clocks.png
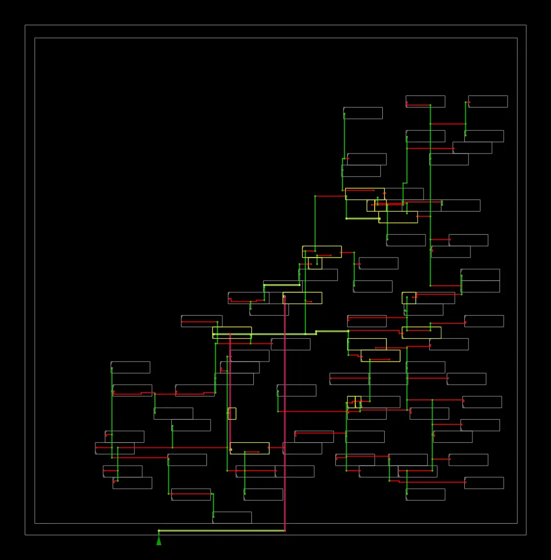
logic_types.png
Scale bar: 20 um.
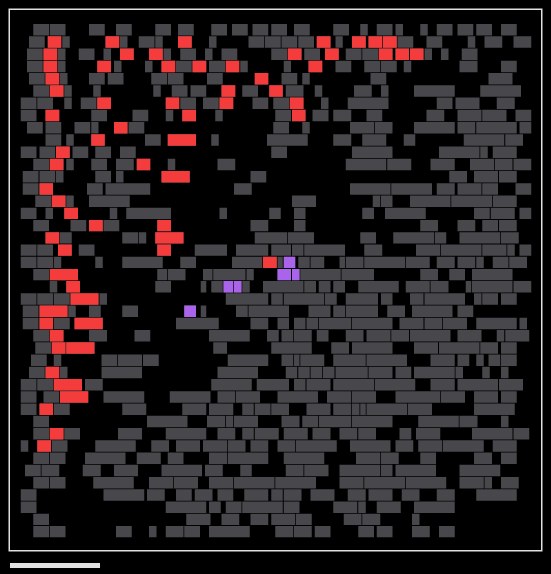
io_placement.png
Pins as bars across the die edge, other pins in grey.
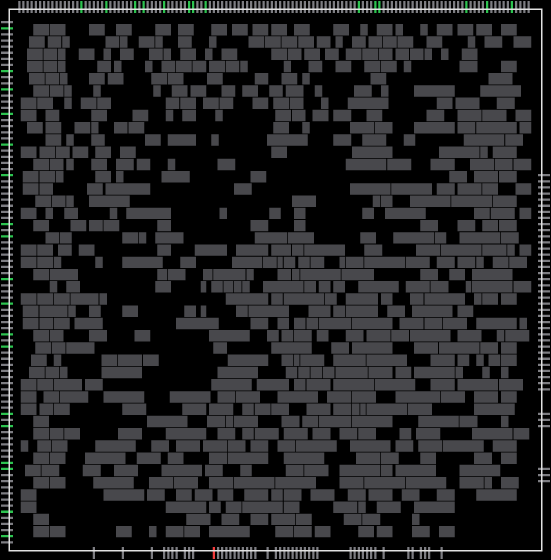
wires.png
Only two layers are drawn.
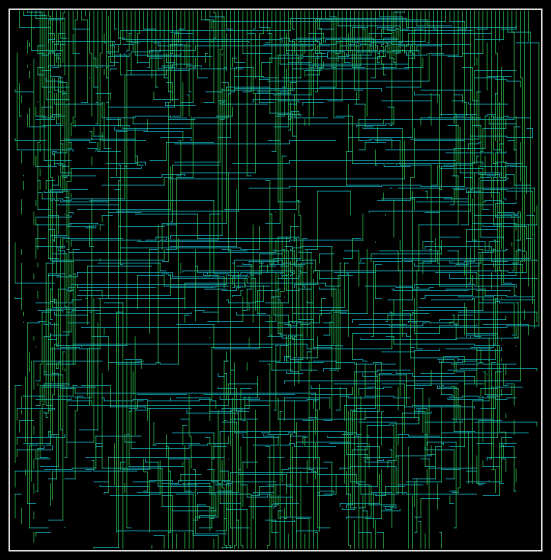
flops_by_reg.png
Scale bar: 20 um.
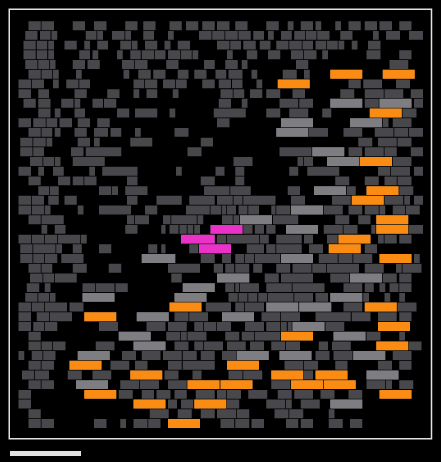
--- config.mk ---
export PLATFORM = sky130hd
export DESIGN_NAME = arbitro_memoria
export DESIGN_NICKNAME = d
export VERILOG_FILES = /design/src/rtl/arbitro_pkg.sv /design/src/rtl/arbitro_memoria_seletor_rr.sv /design/src/rtl/arbitro_memoria.sv
export SDC_FILE = /design/constraint.sdc
export NUM_CORES = 1
export LEC_CHECK = 0
export CORE_AREA = 2 2 116 118
export CTS_CLUSTER_DIAMETER = 150
export CTS_CLUSTER_SIZE = 16
export DETAILED_ROUTE_END_ITERATION = 7
export DIE_AREA = 0 0 118 120
export PLACE_DENSITY_LB_ADDON = 0.15
export REMOVE_ABC_BUFFERS = 1
export SYNTH_ARGS = -nofsm -noshare
export SYNTH_HDL_FRONTEND = slang
export SYNTH_SLANG_ARGS = --single-unit
--- constraint.sdc ---
create_clock -name clk -period 2.45 [get_ports clk]
set_input_delay 0.49 -clock clk [delete_from_list [all_inputs] [get_ports clk]]
set_output_delay 0.49 -clock clk [all_outputs]
set_load 0.01 [all_outputs]
--- src/rtl/arbitro_pkg.sv ---
// arbitro_pkg: shared state/requester types and default widths for the memory arbiter.
package arbitro_pkg;
    localparam int ADDR_W_DEF = 32;
    localparam int DATA_W_DEF = 32;
    typedef enum logic [2:0] {IDLE, GNT_CPU, GNT_LD, RESP_CPU, RESP_LD} state_t;
    typedef enum logic {REQ_CPU, REQ_LD} req_t;
endpackage

--- src/rtl/arbitro_memoria_seletor_rr.sv ---
// seletor_rr: two-way round-robin pick; on a tie the side that was not granted last wins.
module seletor_rr
    import arbitro_pkg::*;
(
    input  logic elig_cpu_i,
    input  logic elig_ld_i,
    input  req_t last_grant_i,
    output req_t grant_o,
    output logic valid_o
);
    always_comb begin
        valid_o = elig_cpu_i | elig_ld_i;
        grant_o = (elig_cpu_i && elig_ld_i) ? ((last_grant_i == REQ_CPU) ? REQ_LD : REQ_CPU)
                : (elig_cpu_i ? REQ_CPU : REQ_LD);
    end
endmodule

--- src/rtl/arbitro_memoria.sv ---
// arbitro_memoria: shares one synchronous memory between CPU and loader, 3 cycles per access.
module arbitro_memoria
    import arbitro_pkg::*;
#(
    parameter int ADDR_W = ADDR_W_DEF,
    parameter int DATA_W = DATA_W_DEF
) (
    input  logic              clk,
    input  logic              rst,
    input  logic              cpu_req,
    input  logic              cpu_we,
    input  logic [ADDR_W-1:0] cpu_addr,
    input  logic [DATA_W-1:0] cpu_wdata,
    output logic [DATA_W-1:0] cpu_rdata,
    output logic              cpu_ack,
    output logic              cpu_stall,
    input  logic              ld_req,
    input  logic              ld_we,
    input  logic [ADDR_W-1:0] ld_addr,
    input  logic [DATA_W-1:0] ld_wdata,
    output logic [DATA_W-1:0] ld_rdata,
    output logic              ld_ack,
    input  logic              ld_lock,
    output logic [ADDR_W-1:0] mem_addr,
    output logic [DATA_W-1:0] mem_wdata,
    output logic              mem_we,
    input  logic [DATA_W-1:0] mem_rdata
);
    state_t            state_q, state_d;
    req_t              last_q, last_d, grant;
    logic              valid, we_q, we_d;
    logic [DATA_W-1:0] cpu_rd_q, cpu_rd_d, ld_rd_q, ld_rd_d;

    seletor_rr u_sel (
        .elig_cpu_i   (cpu_req & ~ld_lock),
        .elig_ld_i    (ld_req),
        .last_grant_i (last_q),
        .grant_o      (grant),
        .valid_o      (valid)
    );

    always_comb begin
        state_d   = state_q;
        last_d    = last_q;
        we_d      = we_q;
        cpu_rd_d  = cpu_rd_q;
        ld_rd_d   = ld_rd_q;
        mem_addr  = '0;
        mem_wdata = '0;
        mem_we    = 1'b0;
        case (state_q)
            IDLE: if (valid) state_d = (grant == REQ_CPU) ? GNT_CPU : GNT_LD;
            GNT_CPU: begin
                state_d   = RESP_CPU;
                last_d    = REQ_CPU;
                we_d      = cpu_we;
                mem_addr  = cpu_addr;
                mem_wdata = cpu_wdata;
                mem_we    = cpu_we;
            end
            GNT_LD: begin
                state_d   = RESP_LD;
                last_d    = REQ_LD;
                we_d      = ld_we;
                mem_addr  = ld_addr;
                mem_wdata = ld_wdata;
                mem_we    = ld_we;
            end
            RESP_CPU: begin
                state_d  = IDLE;
                cpu_rd_d = we_q ? cpu_rd_q : mem_rdata;
            end
            RESP_LD: begin
                state_d = IDLE;
                ld_rd_d = we_q ? ld_rd_q : mem_rdata;
            end
            default: state_d = IDLE;
        endcase
    end

    // The write flag is latched in GNT so a request dropped mid-access cannot turn a write into a read.
    always_ff @(posedge clk or posedge rst) begin
        if (rst) begin
            state_q  <= IDLE;
            last_q   <= REQ_LD;
            we_q     <= 1'b0;
            cpu_rd_q <= '0;
            ld_rd_q  <= '0;
        end else begin
            state_q  <= state_d;
            last_q   <= last_d;
            we_q     <= we_d;
            cpu_rd_q <= cpu_rd_d;
            ld_rd_q  <= ld_rd_d;
        end
    end

    assign cpu_ack   = state_q == RESP_CPU;
    assign ld_ack    = state_q == RESP_LD;
    assign cpu_rdata = cpu_rd_d;
    assign ld_rdata  = ld_rd_d;
    assign cpu_stall = cpu_req & ~cpu_ack;
endmodule
==> flow_summary.toml <==
# synthesis and place-and-route metrics
[synth]
post-synth-top-area-cell = "dfrtp_1"
synth_cell_types = 26
synth_chip_area_mm2 = 0.00330
enable_flop_cells = 0
synth_top_area_share = 0.516

[placement]
place_area_mm2 = 0.00660
place.gp.congestion = 0.795
detailed_place_hpwl_um = 12400

[worst_setup_path]
cpMostUsedCell = "buf_12"
timing.critical_path.slowest_stage_cell = "dfrtp_2"
r2r_cells = 7
r2r-start = "state_q[1]"
start_kind = "flip-flop"
cp_num_buf_inv = 4
worst_setup_path_endpoint = "ld_rdata[2]"

[clock_tree]
cts.clk_slew.worst_paths_ps = 60
cts_repair_resize_count = 445
clock-sinks = 69
cts_tree = "yes"
clockBufferDepth = 2

[global_route]
grt_start_max_net_pins = 44
grt_use_met1 = 0.276

[run_status]
violated_checks = "negative setup slack"
status = "finished with violations"

[pwr]
worst_ir_drop_vdd_mv = 0.410

[sta]
totalNegativeSetupSlack_ps = -2300
rsz0062_at_grt = "true"
worst-slew-pin-transition_ps = 295
finalWorstSetupSlack_ps = -107
timing.final.setup_violations = 42

[layout]
layout.cells.non_filler = 792
n_fill_cell = 1070
inverters = 5
layout.non_clock_buffers = 378
biggest_regs = "cpu_rd_q: 32 flops, ld_rd_q: 32 flops, state_q: 3 flops"

[floorplanning]
num_rows = 42
dieArea_mm2 = 0.0142
## Picture notes: clocks.png
clock insertion delay at the later pin of the skew report: 330 ps
sequential cell count: 69
Worst Skew: 12.2 ps
clock group power: 1.18 mW
Clock Buffer Count: 10

## Picture notes: logic_types.png
legend:
  red:
    family: AND-OR and OR-AND gates
    cells: 65
  purple:
    family: inverting AOI/OAI gates
    cells: 6
    where: centre
most instantiated logic cell after routing: clkdlybuf4s50_1
proportion of cell area occupied by multi-input gates: 0.229

## Picture notes: io_placement.png
legend:
  green:
    port: cpu_wdata
    pins: 32
    direction: input
    edge: 18 west, 14 north
  red:
    port: mem_we
    pins: 1
    direction: output
    edge: south
all pins by edge: 124 north, 86 west, 47 south, 42 east
port buffer count: 298
vertical die dimension: 120 um
die width: 118 um

## Picture notes: wires.png
legend:
  green:
    layer: metal 2
    wire_length: 8860 um
  cyan:
    layer: metal 1
    wire_length: 7030 um
total detailed-routing wirelength: 17500 um
Overall Global Routing Usage: 0.230

## Picture notes: flops_by_reg.png
legend:
  orange:
    signal: ld_rd_q
    flops: 32
  magenta:
    signal: state_q
    flops: 3
not coloured: 34
area taken by flip-flops and latches: 0.00173 mm^2
power in sequential cells: 1.90 mW
flip-flop and latch share of the layout cell area: 0.225

## power breakdown
group	internal, mW	switching (mW)	leakage [nW]
clock network	0.685	0.498	0.133
registers	1.70	0.200	0.835
logic	3.46	2.45	2.64
## cell families (layout without fill, tap and decap cells)
group | count (synthesis) | in the layout | synth area share
flops | 69 | 69 | 0.524
simple gates | 13 | 13 | 0.0285
compound gates | 71 | 71 | 0.185
mux | 64 | 64 | 0.219
buf+inv | 27 | 399 | 0.0440
## per-stage QoR
stage	util	worst slack, ps
6_report	0.593	-107
2_1_floorplan	-	-947
5_1_grt	0.593	-188
4_1_cts	0.574	-115
3_5_place_dp	0.508	-57.1
3_3_place_gp	0.508	-47.2
No activity file was given, so power comes from the tool's default toggle rates.
